`config.mk`:
```
export PLATFORM = sky130hd
export DESIGN_NAME = arb_req_queue
export DESIGN_NICKNAME = d
export VERILOG_FILES = /design/src/rtl/arb_req_queue.sv
export SDC_FILE = /design/constraint.sdc
export NUM_CORES = 1
export LEC_CHECK = 0
export CAP_MARGIN = 25
export CELL_PAD_IN_SITES_DETAIL_PLACEMENT = 1
export CELL_PAD_IN_SITES_GLOBAL_PLACEMENT = 1
export CORE_ASPECT_RATIO = 1.25
export CORE_MARGIN = 3
export CORE_UTILIZATION = 35
export DETAILED_ROUTE_END_ITERATION = 10
export PLACE_DENSITY = 0.6
export SYNTH_ARGS = -nofsm -noshare
export SYNTH_HDL_FRONTEND = slang
export SYNTH_SLANG_ARGS = --single-unit
```
`constraint.sdc`:
```
create_clock -name clk -period 7.3 [get_ports clk]
set_input_delay 2.19 -clock clk [delete_from_list [all_inputs] [get_ports clk]]
set_output_delay 2.19 -clock clk [all_outputs]
set_load 0.01 [all_outputs]
```
`src/rtl/arb_req_queue.sv`:
```
// Four-channel request buffer in front of a round-robin arbiter: per-channel FIFOs raise req,
// and a one-hot grant pops the head word onto a single registered payload/ID output.
module arb_req_queue #(
    parameter int DW    = 8,
    parameter int DEPTH = 4
) (
    input  logic            clk,
    input  logic            rst,
    input  logic [3:0]      in_valid,
    input  logic [4*DW-1:0] in_data,
    output logic [3:0]      in_ready,
    output logic [3:0]      req,
    input  logic [3:0]      grant,
    output logic            out_valid,
    output logic [DW-1:0]   out_data,
    output logic [1:0]      out_id,
    output logic            err
);

    localparam int AW = $clog2(DEPTH);
    localparam logic [AW:0] CNT_FULL = (AW+1)'(DEPTH);

    logic [DW-1:0] mem    [4][DEPTH];
    logic [AW-1:0] wr_ptr [4];
    logic [AW-1:0] rd_ptr [4];
    logic [AW:0]   cnt    [4];

    logic [3:0] push;
    logic [3:0] pop;
    logic [1:0] pop_id;
    logic       grant_onehot;
    logic       err_now;

    // Handshake: a word on channel i is taken at the rising edge where in_valid[i] and
    // in_ready[i] are both high; in_ready comes only from the registered count, so a full
    // FIFO refuses data even in a cycle in which it is also popped. The output side has no
    // ready: the consumer must accept every out_valid cycle.
    always_comb begin
        in_ready     = '0;
        req          = '0;
        push         = '0;
        pop          = '0;
        pop_id       = 2'd0;
        grant_onehot = (grant != 4'd0) && ((grant & (grant - 4'd1)) == 4'd0);
        for (int i = 0; i < 4; i++) begin
            in_ready[i] = (cnt[i] != CNT_FULL) & ~rst;
            req[i]      = (cnt[i] != '0) & ~rst;
            push[i]     = in_valid[i] & in_ready[i];
            pop[i]      = grant_onehot & grant[i] & (cnt[i] != '0);
            if (grant[i]) pop_id = i[1:0];
        end
        // Multi-hot grant, or a grant to a channel with nothing queued.
        err_now = ((grant != 4'd0) && !grant_onehot) || ((grant & ~req) != 4'd0);
    end

    always_ff @(posedge clk) begin
        for (int i = 0; i < 4; i++) begin
            if (push[i]) mem[i][wr_ptr[i]] <= in_data[i*DW +: DW];
        end
    end

    always_ff @(posedge clk) begin
        if (rst) begin
            for (int i = 0; i < 4; i++) begin
                wr_ptr[i] <= '0;
                rd_ptr[i] <= '0;
                cnt[i]    <= '0;
            end
            out_valid <= 1'b0;
            out_data  <= '0;
            out_id    <= 2'd0;
            err       <= 1'b0;
        end else begin
            for (int i = 0; i < 4; i++) begin
                if (push[i]) wr_ptr[i] <= wr_ptr[i] + AW'(1);
                if (pop[i])  rd_ptr[i] <= rd_ptr[i] + AW'(1);
                case ({push[i], pop[i]})
                    2'b10:   cnt[i] <= cnt[i] + (AW+1)'(1);
                    2'b01:   cnt[i] <= cnt[i] - (AW+1)'(1);
                    default: cnt[i] <= cnt[i];
                endcase
            end
            out_valid <= |pop;
            if (|pop) begin
                out_data <= mem[pop_id][rd_ptr[pop_id]];
                out_id   <= pop_id;
            end
            if (err_now) err <= 1'b1;
        end
    end

endmodule

```
==> impl_metrics.py, run 1 <==
# Physical implementation metrics
metrics = {
    "synth": {
        "syn_avg_cell_area_um2": 14.9,
        "synth-main-ff-cell": "edfxtp_1",
        "yosys.area.top_type_share": 0.629,
        "synthAdderAreaFrac": 0.0534,
        "yosys-top-cells-count": "edfxtp_1, nand2_1, mux2_2, nor2_1",
        "synth_stat.cells": 498,
        "simple_gate_area_frac": 0.0813,
        "synth-async-reset-ratio": 0,
        "synth_cell_types": 41,
        "ys_ff": 168,
        "synth.area.mux_share": 0.124,
        "synth_area_um2": 7440,
        "yosys_warnings": 0,
        "area_leaders": "edfxtp_1, mux2_2, mux4_2",
        "xor_area_frac": 0.0106,
        "ys_seq_frac": 0.662,
        "edf_count": 156,
        "top_logic_kind": "multiplexers",
    },
    "routing": {
        "num_vias": 4233,
        "wl_um": 17600,
        "wire_per_inst_um": 20.7,
        "drtIter0Drc": 260,
        "drcViolationCount": 0,
        "top_layer": "met5",
        "first_pass_iters": 4,
        "vias_per_cell": 4.97,
        "met3_length_um": 391,
    },
    "finish": {
        "post_layout_nonfiller_instances": 852,
        "largest_reg_flops": 128,
        "drive_gt1_frac": 0.157,
        "area_growth_pct": 20.9,
        "final_core_util": 0.431,
        "comb_share": 0.259,
        "clock_area_frac": 0.0703,
        "nNonClkBuffers": 67,
        "fin_nets": 637,
        "fill_cells": 2053,
        "dominant_cells": "registers",
        "layout_top_cell": "edfxtp_1",
    },
    "final_timing": {
        "min_period_ps": 6400,
        "hold_viol": 0,
        "slew_viol_final": 0,
        "max_freq_mhz": 156,
        "fin_crit_sh": 0.877,
        "worstMarginPinSlew_ps": 964,
        "tns_ps": 0,
    },
    "power": {
        "ir_worst_vdd_mv": 0.190,
        "p_leak_nw": 3.19,
        "p_per_area_nw_per_um2": 253,
        "p_seq_frac": 0.488,
        "p_clk_frac": 0.420,
    },
    "placed_design": {
        "placed_cell_area_um2": 8360,
        "post-place-ws_ps": 926,
        "dpl.hpwl_um": 12800,
    },
    "floorplan": {
        "fp_util": 0.356,
        "die_w_um": 136,
        "io_pins": 62,
        "taps": 274,
        "die_y_um": 169,
    },
    "worst_setup_path": {
        "crit_required_ps": 5110,
        "ff2ff_path_depth": 10,
        "worst_path_most_repeated_cell": "clkdlybuf4s50_1",
        "path_cells": "clkdlybuf4s50_1 -> a31oi_1 -> clkdlybuf4s50_1",
        "slowest_delay_ps": 680,
        "path_depth": 3,
        "r2r-end": "cnt[2][2]",
        "rr_startpoint": "cnt[2][0]",
        "startpoint": "rst",
        "crit_arrival_ps": 4210,
        "crit_family": "buffers and inverters",
        "r2r_setup_slack_ps": 4510,
        "worstSetupStartpointType": "input pin",
        "cp-end-kind": "primary output",
        "path_max_fanout": 13,
    },
    "min_path": {
        "hold_depth": 2,
        "min_to": "out_data[4]",
    },
    "global_route": {
        "use_met2": 0.296,
        "use_met1": 0.187,
        "use_met3": 0.0271,
    },
    "status": {
        "status": "finished, final reports clean",
    },
    "clocking": {
        "cts_max_level": 4,
        "cts_hold_buffers": 0,
        "cts_resized": 0,
    },
    "flow_run": {
        "maxCapViolCount": 0,
    },
}
Run 1, signal wires by layer:
Bar = 50 µm. Two of the layers only.
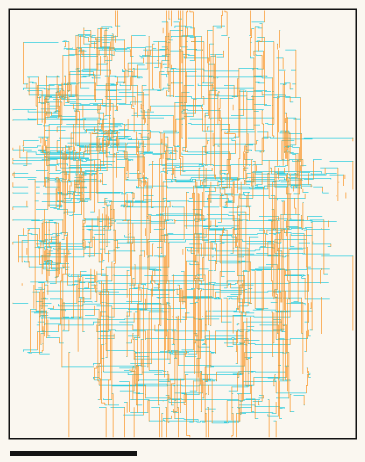
[met2] orange | wire length: 9690 µm
[met1] cyan | wire length: 7200 µm

Run 1, signal wires on met2:
Bar = 50 µm.
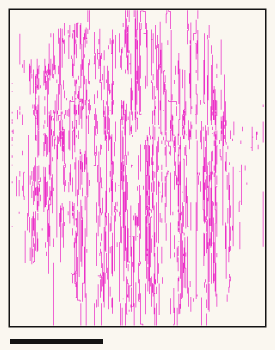
wire length on this layer: 9690 µm
main direction: vertical

Run 1, the clock network:
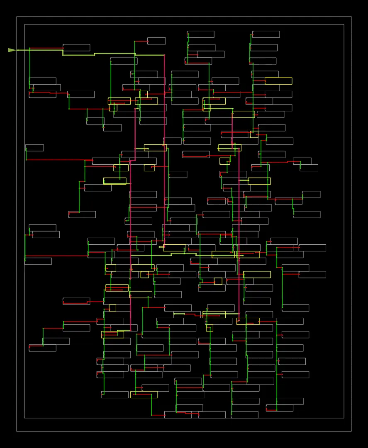
flop count: 168
clk_buf instances: 17
clock group power: 0.958 mW
Clock Skew: 5.96 ps
CTS buffer count: 17

Run 1, supply network:
Bar = 50 µm. Pins as bars on the die edge.
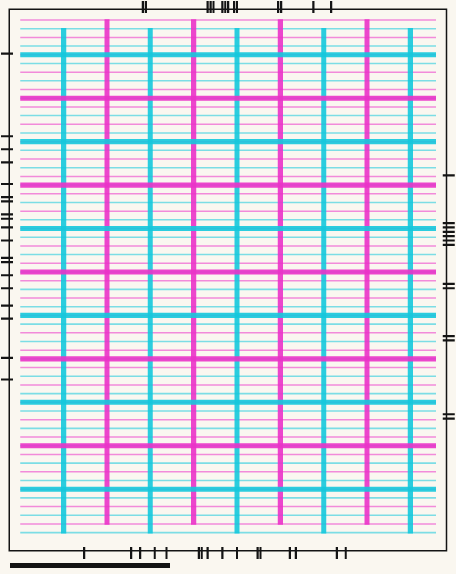
[VDD] magenta
[VSS] cyan
met1 rails: 60
met4 straps: 9

--- run 2 (diff from run 1) ---
--- a/config.mk
+++ b/config.mk
@@ -10,9 +10,10 @@
 export CELL_PAD_IN_SITES_GLOBAL_PLACEMENT = 1
 export CORE_ASPECT_RATIO = 1.25
 export CORE_MARGIN = 3
-export CORE_UTILIZATION = 35
+export CORE_UTILIZATION = 40
 export DETAILED_ROUTE_END_ITERATION = 10
-export PLACE_DENSITY = 0.6
+export PLACE_DENSITY = 0.67
 export SYNTH_ARGS = -nofsm -noshare
 export SYNTH_HDL_FRONTEND = slang
 export SYNTH_SLANG_ARGS = --single-unit
+export TNS_END_PERCENT = 1
==> constraint.sdc (replaced) <==
create_clock -name clk -period 8.1 [get_ports clk]
set_input_delay 2.43 -clock clk [delete_from_list [all_inputs] [get_ports clk]]
set_output_delay 2.43 -clock clk [all_outputs]
set_load 0.01 [all_outputs]
Run 2, signal wires by layer:
Bar = 50 µm. Two of the layers only.
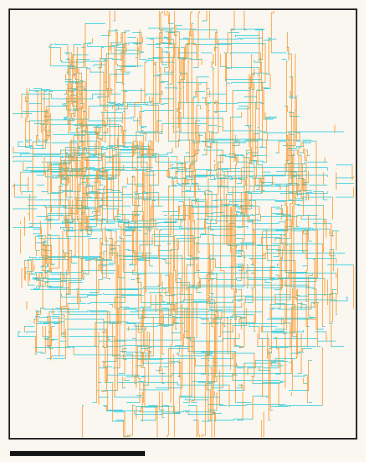
[met1] cyan | wire length: 7060 µm
[met2] orange | wire length: 9330 µm

Run 2, the clock network:
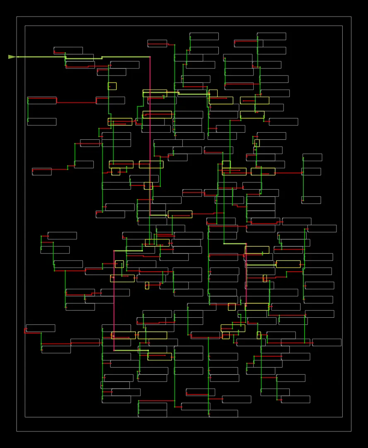
Clock Skew: 13.4 ps
Worst-Skew Late Latency: 420 ps
clock group power: 0.819 mW
CTS sink cnt: 168

Run 2, signal wires on met3:
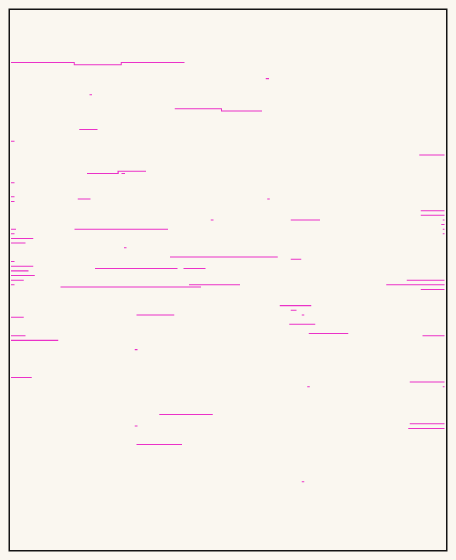
share of all routed wire: 2.8%
main direction: horizontal
wire length on this layer: 487 µm

==> run 2 against run 1 <==
Compared with the run above:
- synthesized area unchanged
- count of clock-buffer cells in the layout unchanged
- sequential share of layout area up 0.59 points
- first-iteration DRC count up 34%
- design area down 1.1%
- synthesized cell count unchanged
- clock skew up 7.4 ps
- via count up 1.4%
==> impl_metrics.py, run 2 <==
# Physical implementation metrics
metrics = {
    "power": {
        "p_seq_frac": 0.499,
        "p_leak_nw": 3.18,
        "p_clk_frac": 0.407,
    },
    "routing": {
        "wl_um": 17200,
        "drcViolationCount": 0,
        "vias_per_cell": 5.32,
        "drtIter0Drc": 348,
        "num_vias": 4293,
        "top_layer": "met4",
        "met3_length_um": 487,
        "first_pass_iters": 4,
    },
    "floorplan": {
        "die_y_um": 159,
        "io_pins": 62,
        "die_w_um": 128,
        "fp_util": 0.410,
    },
    "final_timing": {
        "max_freq_mhz": 149,
        "slew_viol_final": 0,
        "hold_viol": 0,
        "worstMarginPinSlew_ps": 933,
        "min_period_ps": 6730,
    },
    "synth": {
        "synth.area.mux_share": 0.124,
        "ys_ff": 168,
        "synth-async-reset-ratio": 0,
        "xor_area_frac": 0.0106,
        "yosys-top-cells-count": "edfxtp_1, nand2_1, mux2_2, nor2_1",
        "edf_count": 156,
        "ys_seq_frac": 0.662,
        "syn_avg_cell_area_um2": 14.9,
        "simple_gate_area_frac": 0.0813,
        "yosys_warnings": 0,
        "synthAdderAreaFrac": 0.0534,
    },
    "placed_design": {
        "post-place-ws_ps": 1390,
        "dpl.hpwl_um": 12200,
    },
    "finish": {
        "largest_reg_flops": 128,
        "dominant_cells": "registers",
        "clock_area_frac": 0.0673,
        "fill_cells": 1822,
        "seq_cells": 168,
        "layout_top_cell": "edfxtp_1",
        "area_growth_pct": 19.6,
        "fin_nets": 638,
        "comb_share": 0.262,
        "post_layout_nonfiller_instances": 807,
        "drive_gt1_frac": 0.154,
    },
    "worst_setup_path": {
        "cp-end-kind": "primary output",
        "slowest_delay_ps": 630,
        "path_depth": 4,
        "crit_required_ps": 5670,
        "path_max_fanout": 19,
        "r2r-end": "cnt[1][2]",
        "crit_arrival_ps": 4300,
        "path_cells": "clkdlybuf4s50_1 -> buf_4 -> a31oi_1 -> clkdlybuf4s50_1",
        "crit_family": "buffers and inverters",
        "ff2ff_path_depth": 10,
        "r2r_setup_slack_ps": 5450,
        "rr_startpoint": "cnt[1][0]",
        "worstSetupStartpointType": "input pin",
    },
    "status": {
        "status": "finished, final reports clean",
    },
    "global_route": {
        "use_met2": 0.321,
        "use_met3": 0.0322,
        "use_met1": 0.218,
    },
    "min_path": {
        "hold_depth": 2,
    },
    "clocking": {
        "cts_max_level": 4,
        "cts-buffers-inserted": 17,
        "cts_hold_buffers": 0,
        "cts_resized": 0,
    },
    "flow_run": {
        "maxCapViolCount": 0,
    },
}
No activity file was given, so power comes from the tool's default toggle rates.
